==> config.mk <==
export PLATFORM = sky130hd
export DESIGN_NAME = uart_rx_flat
export DESIGN_NICKNAME = d
export VERILOG_FILES = /design/src/rtl/uart_pkg.sv /design/src/rtl/uart_rx_if.sv /design/src/rtl/uart_sync2.sv /design/src/rtl/uart_rx.sv /design/src/flat_wrapper.sv
export SDC_FILE = /design/constraint.sdc
export NUM_CORES = 1
export LEC_CHECK = 0
export CORE_MARGIN = 5
export CORE_UTILIZATION = 50
export DETAILED_ROUTE_END_ITERATION = 8
export HOLD_SLACK_MARGIN = 0.15
export PLACE_DENSITY = 0.7
export SYNTH_ARGS = -nofsm -noshare
export SYNTH_HDL_FRONTEND = slang
export SYNTH_SLANG_ARGS = --single-unit
==> constraint.sdc <==
create_clock -name clk -period 2.9 [get_ports clk]
set_input_delay 0.58 -clock clk [delete_from_list [all_inputs] [get_ports clk]]
set_output_delay 0.58 -clock clk [all_outputs]
set_load 0.02 [all_outputs]
==> src/rtl/uart_pkg.sv <==
// uart_pkg: encodings and oversampling constants shared by uart_rx and uart_tx.
//   OVERSAMPLE - s_tick strobes per bit period
//   MID_TICK   - tick index at the middle of the start bit
//   LAST_TICK  - tick index at the middle of a data/parity bit (one full period)
//   rx_state_t - receiver FSM state encoding
package uart_pkg;

  localparam int OVERSAMPLE = 16;
  localparam int MID_TICK   = 7;
  localparam int LAST_TICK  = 15;

  typedef enum logic [2:0] {
    RX_IDLE,
    RX_START,
    RX_DATA,
    RX_PARITY,
    RX_STOP
  } rx_state_t;

endpackage

==> src/rtl/uart_rx_if.sv <==
// uart_rx_if: serial-side inputs and parallel-side outputs of the UART receiver.
//   rx, s_tick                              - serial line and oversample strobe
//   rx_done_tick, rx_dout, frame_err,
//   parity_err                              - received word and status
// master: the receiver. slave: whoever drives the line/tick and consumes the word.
interface uart_rx_if #(
  parameter int DBIT = 8
);

  logic            rx;
  logic            s_tick;
  logic            rx_done_tick;
  logic [DBIT-1:0] rx_dout;
  logic            frame_err;
  logic            parity_err;

  modport master (
    input  rx, s_tick,
    output rx_done_tick, rx_dout, frame_err, parity_err
  );

  modport slave (
    output rx, s_tick,
    input  rx_done_tick, rx_dout, frame_err, parity_err
  );

endinterface

==> src/rtl/uart_sync2.sv <==
// uart_sync2: generic two-flop synchronizer for an asynchronous single-bit input.
//   clk, reset_n - clock, async active-low reset (both flops load RST_VAL)
//   i_d          - asynchronous input
//   o_q          - synchronized output, 2 clk latency
module uart_sync2 #(
  parameter logic RST_VAL = 1'b1
) (
  input  logic clk,
  input  logic reset_n,
  input  logic i_d,
  output logic o_q
);

  logic r_meta;
  logic r_sync;

  always_ff @(posedge clk or negedge reset_n) begin
    if (!reset_n) begin
      r_meta <= RST_VAL;
      r_sync <= RST_VAL;
    end else begin
      r_meta <= i_d;
      r_sync <= r_meta;
    end
  end

  assign o_q = r_sync;

endmodule

==> src/rtl/uart_rx.sv <==
// uart_rx: 16x-oversampled UART receiver (start, DBIT data LSB first,
// optional parity, stop).
//   clk, reset_n - clock, async active-low reset
//   bus (master) - rx/s_tick in; rx_done_tick/rx_dout/frame_err/parity_err out
// Build option: define UART_RX_PARITY_EN to add a parity bit after the data
// bits (sense set by PARITY_ODD); otherwise parity_err is constant 0.
module uart_rx
  import uart_pkg::*;
#(
  parameter int DBIT       = 8,
  parameter int SB_TICK    = 16,
  parameter int PARITY_ODD = 0
) (
  input  logic     clk,
  input  logic     reset_n,
  uart_rx_if.master bus
);

  localparam int SW = (SB_TICK > OVERSAMPLE) ? $clog2(SB_TICK) : $clog2(OVERSAMPLE);
  localparam int NW = (DBIT > 1) ? $clog2(DBIT) : 1;

  localparam logic [SW-1:0] S_MID  = SW'(MID_TICK);
  localparam logic [SW-1:0] S_LAST = SW'(LAST_TICK);
  localparam logic [SW-1:0] S_STOP = SW'(SB_TICK - 1);
  localparam logic [NW-1:0] N_LAST = NW'(DBIT - 1);

  logic            w_rx_s;
  rx_state_t       r_state, w_state_nxt;
  logic [SW-1:0]   r_s, w_s_nxt;
  logic [NW-1:0]   r_n, w_n_nxt;
  logic [DBIT-1:0] r_b, w_b_nxt;
  logic [DBIT-1:0] r_dout;
  logic            r_done, r_ferr, r_perr;
  logic            w_fire, w_perr_calc;
`ifdef UART_RX_PARITY_EN
  localparam logic ODD = (PARITY_ODD != 0);
  logic            r_par, w_par_nxt;
`endif

  uart_sync2 #(.RST_VAL(1'b1)) u_sync (
    .clk    (clk),
    .reset_n(reset_n),
    .i_d    (bus.rx),
    .o_q    (w_rx_s)
  );

  // State register plus the registered outputs.
  always_ff @(posedge clk or negedge reset_n) begin
    if (!reset_n) begin
      r_state <= RX_IDLE;
      r_s     <= '0;
      r_n     <= '0;
      r_b     <= '0;
      r_dout  <= '0;
      r_done  <= 1'b0;
      r_ferr  <= 1'b0;
      r_perr  <= 1'b0;
`ifdef UART_RX_PARITY_EN
      r_par   <= 1'b0;
`endif
    end else begin
      r_state <= w_state_nxt;
      r_s     <= w_s_nxt;
      r_n     <= w_n_nxt;
      r_b     <= w_b_nxt;
      r_done  <= w_fire;
`ifdef UART_RX_PARITY_EN
      r_par   <= w_par_nxt;
`endif
      if (w_fire) begin
        r_dout <= r_b;
        r_ferr <= ~w_rx_s;
        r_perr <= w_perr_calc;
      end
    end
  end

  // Next-state logic. IDLE ignores s_tick so the start edge is seen on the
  // first clk after it reaches rx_s, including right after a STOP exit.
  always_comb begin
    w_state_nxt = r_state;
    w_s_nxt     = r_s;
    w_n_nxt     = r_n;
    w_b_nxt     = r_b;
`ifdef UART_RX_PARITY_EN
    w_par_nxt   = r_par;
`endif
    case (r_state)
      RX_IDLE:
        if (!w_rx_s) w_state_nxt = RX_START;
      RX_START:
        if (bus.s_tick) begin
          if (r_s == S_MID) w_state_nxt = w_rx_s ? RX_IDLE : RX_DATA;
          else              w_s_nxt     = r_s + 1'b1;
        end
      RX_DATA:
        if (bus.s_tick) begin
          if (r_s == S_LAST) begin
            w_s_nxt = '0;
            w_b_nxt = {w_rx_s, r_b[DBIT-1:1]};
            if (r_n == N_LAST)
`ifdef UART_RX_PARITY_EN
              w_state_nxt = RX_PARITY;
`else
              w_state_nxt = RX_STOP;
`endif
            else
              w_n_nxt = r_n + 1'b1;
          end else begin
            w_s_nxt = r_s + 1'b1;
          end
        end
`ifdef UART_RX_PARITY_EN
      RX_PARITY:
        if (bus.s_tick) begin
          if (r_s == S_LAST) begin
            w_par_nxt   = w_rx_s;
            w_state_nxt = RX_STOP;
          end else begin
            w_s_nxt = r_s + 1'b1;
          end
        end
`endif
      RX_STOP:
        if (bus.s_tick) begin
          if (r_s == S_STOP) w_state_nxt = RX_IDLE;
          else               w_s_nxt     = r_s + 1'b1;
        end
      default:
        w_state_nxt = RX_IDLE;
    endcase
    // Counters restart on every state entry.
    if (w_state_nxt != r_state) begin
      w_s_nxt = '0;
      w_n_nxt = '0;
    end
  end

  // Output logic: completion strobe and the parity verdict it latches.
  always_comb begin
    w_fire = (r_state == RX_STOP) && bus.s_tick && (r_s == S_STOP);
`ifdef UART_RX_PARITY_EN
    w_perr_calc = r_par != ((^r_b) ^ ODD);
`else
    w_perr_calc = 1'b0;
`endif
  end

  assign bus.rx_done_tick = r_done;
  assign bus.rx_dout      = r_dout;
  assign bus.frame_err    = r_ferr;
  assign bus.parity_err   = r_perr;

endmodule

==> src/flat_wrapper.sv <==
// flat-port wrapper written by rule: the top's interface ports become plain ports
module uart_rx_flat import uart_pkg::*;
#(
  parameter int DBIT       = 8,
  parameter int SB_TICK    = 16,
  parameter int PARITY_ODD = 0
)
  (clk, reset_n, bus_rx, bus_s_tick, bus_rx_done_tick, bus_rx_dout, bus_frame_err, bus_parity_err);
  uart_rx_if #(.DBIT(DBIT)) bus_i ();
  input  logic clk;
  input  logic reset_n;
  input wire logic [$bits(bus_i.rx)-1:0] bus_rx;
  input wire logic [$bits(bus_i.s_tick)-1:0] bus_s_tick;
  output wire logic [$bits(bus_i.rx_done_tick)-1:0] bus_rx_done_tick;
  output wire logic [$bits(bus_i.rx_dout)-1:0] bus_rx_dout;
  output wire logic [$bits(bus_i.frame_err)-1:0] bus_frame_err;
  output wire logic [$bits(bus_i.parity_err)-1:0] bus_parity_err;
  assign bus_i.rx = bus_rx;
  assign bus_i.s_tick = bus_s_tick;
  assign bus_rx_done_tick = bus_i.rx_done_tick;
  assign bus_rx_dout = bus_i.rx_dout;
  assign bus_frame_err = bus_i.frame_err;
  assign bus_parity_err = bus_i.parity_err;
  uart_rx #(.DBIT(DBIT), .SB_TICK(SB_TICK), .PARITY_ODD(PARITY_ODD)) u_core (.clk(clk), .reset_n(reset_n), .bus(bus_i));
endmodule
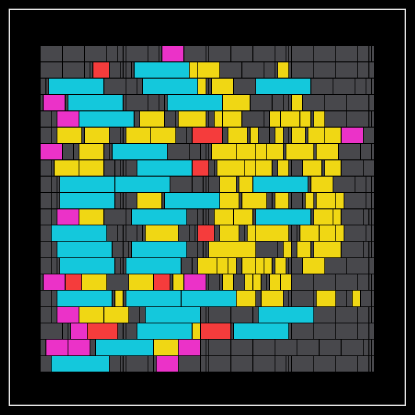
(run_1/placement_by_type.png)
(6 px per um) Fill, decap, tap and diode cells in grey.
class	colour	cells	share of their area
remaining buffers and delay cells	magenta	14	8.1%
sequential cells	cyan	30	45%
combinational and other logic	yellow	91	43%
clock drivers and dummy loads	red	8	4.7%
flop share of the area: 43.1%
Core Area: 3030 um2
Final Util: 57.7%

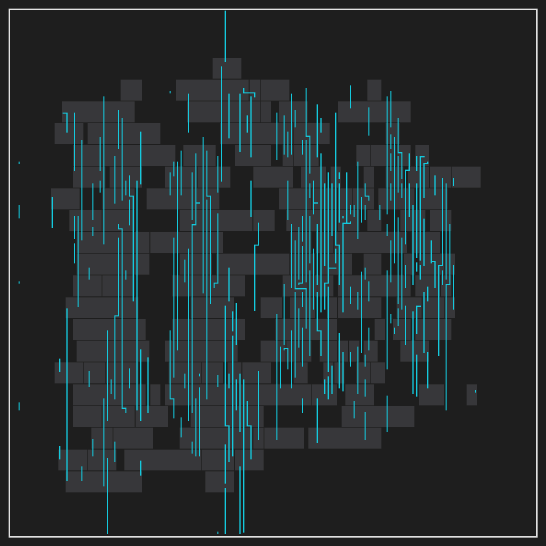
(run_1/layer_met2.png)
(8 px per um)
wire length on this layer	1380 um
nets with wire on the layer	135
vias: 1039
routing usage on met2: 23.8%
final WL: 2750 um

==> reports/qor.yml, run 1 <==
path_delay_family: "buffers and inverters"
post-route-min-period_ns: 1.99
postCtsSetupBuffers: 0
route.met2.wl_um: 1380
power_mw: 1.02
layout.cells.most_common: "dfrtp_1"
die_h_um: 65.8
mux_area_share_pct: 13.1
end_kind: "flop"
drt_iter0_markers: 39
worstPathRequired_ns: 3.10
finalSetupTns_ns: 0
fin_area_um2: 1750
clock.fmax_mhz: 502
worst-path-buf-inv: 1
grt_pass1_wl_um: 4710
yosys.area_share.xor_xnor_pct: 1.13
top_cell: "dfrtp_1"
seq_area_um2: 753
wl_per_cell_um: 14.7
dr.max_layer_used: "met4"
ctsResizeCount: 0
drt-pass1-iter-count: 4
ff_count: 30
hold_path_class: "reg2reg"
finalSetupViolCount: 0
cp_slowest_cell: "clkdlybuf4s50_1"
antenna_found_initial: 0
slew_headroom_pct: 62.8
die_w_um: 65.8
crit_start: "bus_s_tick"
drc: 0
yosysSeqAreaShare_pct: 48.4
cts_hold_buf: 0
reg2reg_to: "u_core.r_b[1]"
tightest_slew_ns: 0.557
fin_skew_ns: 0.00778
simple_gate_area_share_pct: 16.1
powerDensity_nw_per_um2: 582
post_route_cells_drive_above_1_share_pct: 25.9
cts.sinks: 30
cts_tree: "yes"
m1WireLength_um: 1200
start_kind: "input port"
clkPwrFrac_pct: 29.6
nClkBuffers: 8
common_cells: "dfrtp_1, mux2_2, nor2_1"
worst-setup-path-type: "in2reg"
num_antenna_cells: 0
holdCritStartpoint: "u_core.u_sync.r_meta"
yosys_warnings: 0
final_cell_mix: "dfrtp_1, mux2_2, clkdlybuf4s50_1, nor2_1, a21oi_1"
cts_max_level: 2
fillers: 275
mi_logic_area_um2: 699
placed_area_um2: 1670
slew_viol_final: 0
dp.cells: 179
gp_congestion: 0.820
cts_root_buf: "clkbuf_4"
met3_length_um: 108
numCtsBuffers: 5
status: "finished clean"
cp.arrival_ns: 2.20
cp_cell_sequence: "clkdlybuf4s50_1 -> and4_4 -> nand4_4 -> mux2_2"
ys_chip_area_um2: 1560
final_cells: 187
place_ws_ns: 0.580
ff_type: "dfrtp_1"
syn-num-nets: 137
comb_share_pct: 40.0
core.rowCount: 20
comb_cells: 85
topCombFamilyByArea: "simple AND/OR/NAND/NOR gates"
drv_cap: 0
warning_count: 26
power_frac_seq_pct: 50.8
ys_sh_adder_pct: 2.41
area_growth_pct: 12.3
synth_area_per_cell_um2: 12.0
power.leakage_nw: 0.822
postSynthCellCount: 130
ys_types: 47
reg2reg_from: "u_core.r_state[2]"
power_clock_mw: 0.301
synth-compound-area-share_pct: 12.0
period_used_pct: 68.7
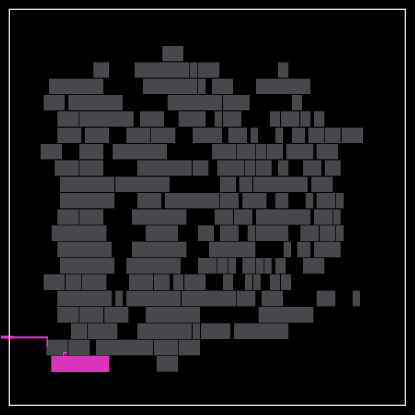
(run_1/io_fan.png)
(6 px per um)
port	colour	direction	end cells	wire
`bus_rx`	magenta	input	1	9.40 um
Top Ports: 15
Port Buffers: 13

-- run 1: worst max-delay path by stage --
| stage | to | slack, ns | cells past startpoint |
|---|---|---|---|
| global route | u_core.r_n[1] | 0.85 | 5 |
| global placement | u_core.bus.rx_dout[2] | 0.62 | 4 |
| floorplan | u_core.r_s[2] | 1.30 | 5 |
| finish | u_core.bus.rx_dout[7] | 0.91 | 4 |
| detailed placement | u_core.bus.rx_dout[7] | 0.58 | 4 |
| CTS | u_core.bus.rx_dout[7] | 0.92 | 4 |
-- run 1: per-layer routing --
metal | up-vias | track usage [%]
met5 | - | 0
met4 | 0 | 8.55
met3 | 6 | 4.25
met2 | 20 | 23.8
met1 | 519 | 16.8
li1 | 494 | -
==> run_1/clocks.png <==
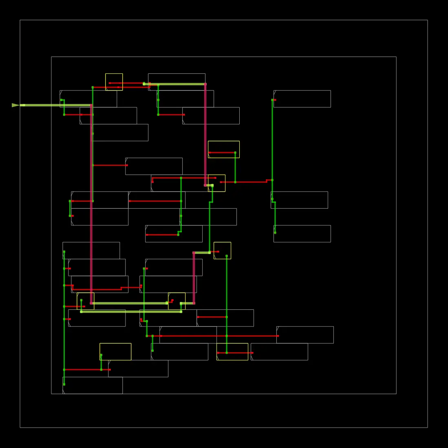

## Run 2: what changed since run 1
- PLACE_DENSITY: 0.7 -> 0.73
- clock period: 2.9 -> 1.8 ns (I/O delays scaled with it)
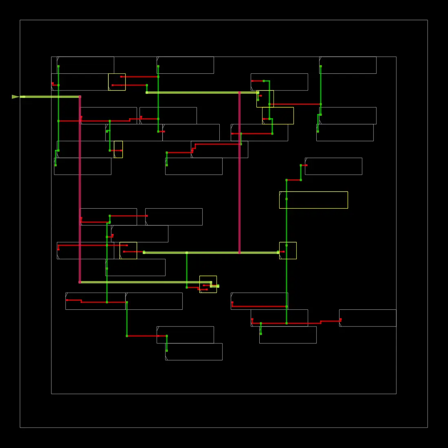
(run_2/clocks.png)
# clk buffers: 7
Seq cells: 30
total CTS buffers: 5

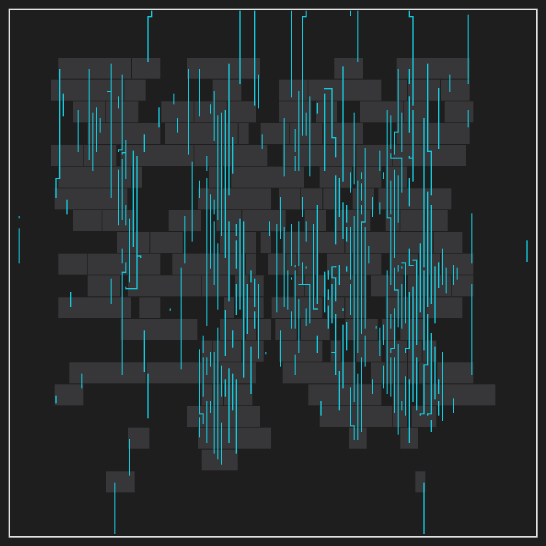
(run_2/layer_met2.png)
(8 px per um)
share of all routed wire	49%
longest straight run	23.1 um
main direction	vertical
vias: 1085
final WL: 2910 um
routing usage on met2: 23.2%

==> reports/qor.yml, run 2 <==
drt_iter0_markers: 108
drc: 0
layout.cells.most_common: "dfrtp_1"
ant_nets: 0
slew_viol_final: 0
seq_area_um2: 753
yosys_warnings: 0
ys_cells: 130
worstPathRequired_ns: 2.05
postSynthCellCount: 130
final_cells: 197
drt-pass1-iter-count: 4
reg2reg_from: "u_core.r_state[2]"
worstHoldEndpoint: "u_core.u_sync.o_q"
cpPeakStageDelay_ns: 0.50
power.internal_mw: 1.25
worst_slack_ns: 0.0884
cp_cell_sequence: "buf_4 -> nor3b_2 -> a32oi_1 -> a211o_1 -> a21oi_1"
post-route-min-period_ns: 1.71
met3_length_um: 122
worst-setup-path-type: "reg2reg"
crit_start: "u_core.r_state[2]"
syn-num-nets: 137
clkPwrFrac_pct: 31.5
ys_chip_area_um2: 1560
holdPathStages: 0
fillers: 246
hold_path_class: "reg2reg"
fin_area_um2: 1830
reg2reg_to: "u_core.r_s[0]"
cts.sinks: 30
grt_max_degree: 31
gp_congestion: 0.849
place_ws_ns: -0.0878
grt-busiest-layer: "met2"
power_clock_mw: 0.559
area_leaders: "dfrtp_1, mux2_2, dfstp_2"
die_w_um: 65.8
m1WireLength_um: 1310
crit_end: "u_core.r_s[0]"
dr.max_layer_used: "met4"
port_buffers: 13
drv_cap: 0
ir_worst_vdd_v: 0.000458
clock.latency.late_pin_ns: 0.33
core_region_area_um2: 3030
regToRegSetupSlack_ns: 0.09
dp_hpwl_um: 2050
power_frac_seq_pct: 46.7
postCtsSetupBuffers: 0
p_sw_share_pct: 29.4
num_antenna_cells: 0
hold_viol_final: 0
warning_count: 26
antenna_found_initial: 0
synthArstFlopShare_pct: 100
cts_root_buf: "clkbuf_4"
holdCritStartpoint: "u_core.u_sync.r_meta"
power.switching_mw: 0.522
synth_area_per_cell_um2: 12.0
grt_remaining_overflow: 0
reg2reg_depth: 5
final_util_pct: 60.6
period_used_pct: 95.1
ff_type: "dfrtp_1"
core.rowCount: 20
route.met2.wl_um: 1420
ys_types: 47
cts_max_level: 2
yosysTopAreaCell: "dfrtp_1"
via_per_inst: 5.51
fp_util_pct: 51.4
dp.cells: 189
final_cell_mix: "dfrtp_1, mux2_2, clkdlybuf4s50_1, buf_4, nor2_1"
yosysSeqAreaShare_pct: 48.4
finalSetupViolCount: 0
power_mw: 1.77
finalSetupTns_ns: 0
combPwrFrac_pct: 21.8
layout.nets: 159
placed_area_um2: 1740
clock.fmax_mhz: 584
die_h_um: 65.8
clk_pin_slew_ns: 0.09
mi_logic_area_um2: 706
use_met1_pct: 19.8
met3_usage_pct: 5.61
common_cells: "dfrtp_1, mux2_2, nor2_1"
status: "finished clean"
ys.flops: 30
cp.depth: 5
cts_tree: "yes"
grt_pass1_wl_um: 4970
seq-power_mw: 0.829
worst-path-buf-inv: 1
start_kind: "flop"
area_growth_pct: 17.9
yosys.area.top_type_share_pct: 45.1
rsz0062_at_grt: "no"
netlist_area_um2: 1560
wl_per_cell_um: 14.8
cp.arrival_ns: 1.97
powerComb_mw: 0.387
clockBufferDepth: 2
whs_ns: 0.360
grt_pass1_vias: 1065
top_cell: "dfrtp_1"
path_delay_family: "AND-OR/OR-AND gates"
io_pins: 15
post_route_cells_drive_above_1_share_pct: 30.7
edf_count: 0
end_kind: "flop"
powerDensity_nw_per_um2: 968
power.leakage_nw: 0.874
grt_use_total_pct: 15.5
cp_slowest_cell: "dfrtp_1"
die_area_um2: 4330
fin_skew_ns: 0.00490
power_top_consumer: "sequential cells"
worstPathMaxFanout: 10
-- run 2: cell counts after synthesis --
No cell type changed its count.
-- run 2: cell families (layout without fill, tap and decap cells) --
family,after synthesis,after routing,synth area share (%)
muxes,18,18,13.1
and+or+nand+nor,36,36,16.1
buffers and inverters,15,38,6.60
adders and majority gates,3,3,2.41
xor gates and xnor gates,2,2,1.13
DFF,30,30,48.4
AOI/OAI and AO/OA,25,25,12.0
other,1,1,0.241
-- run 2: layout make-up --
cell class,count,share of cell area [%]
flip-flops and latches,30,41.1
multi-input cells,85,38.5
repair buffers,24,11.6
clock buffers,7,3.00
well taps,44,3.00
clock inverters,1,1.64
inverters,6,1.23
-- run 2: what timing repair did --
action                                 in CTS  in global routing
hold buffers                                0                  0
gates resized                               0                  1
setup endpoints to repair                   0                  1
endpoints found under the hold margin       0                  0
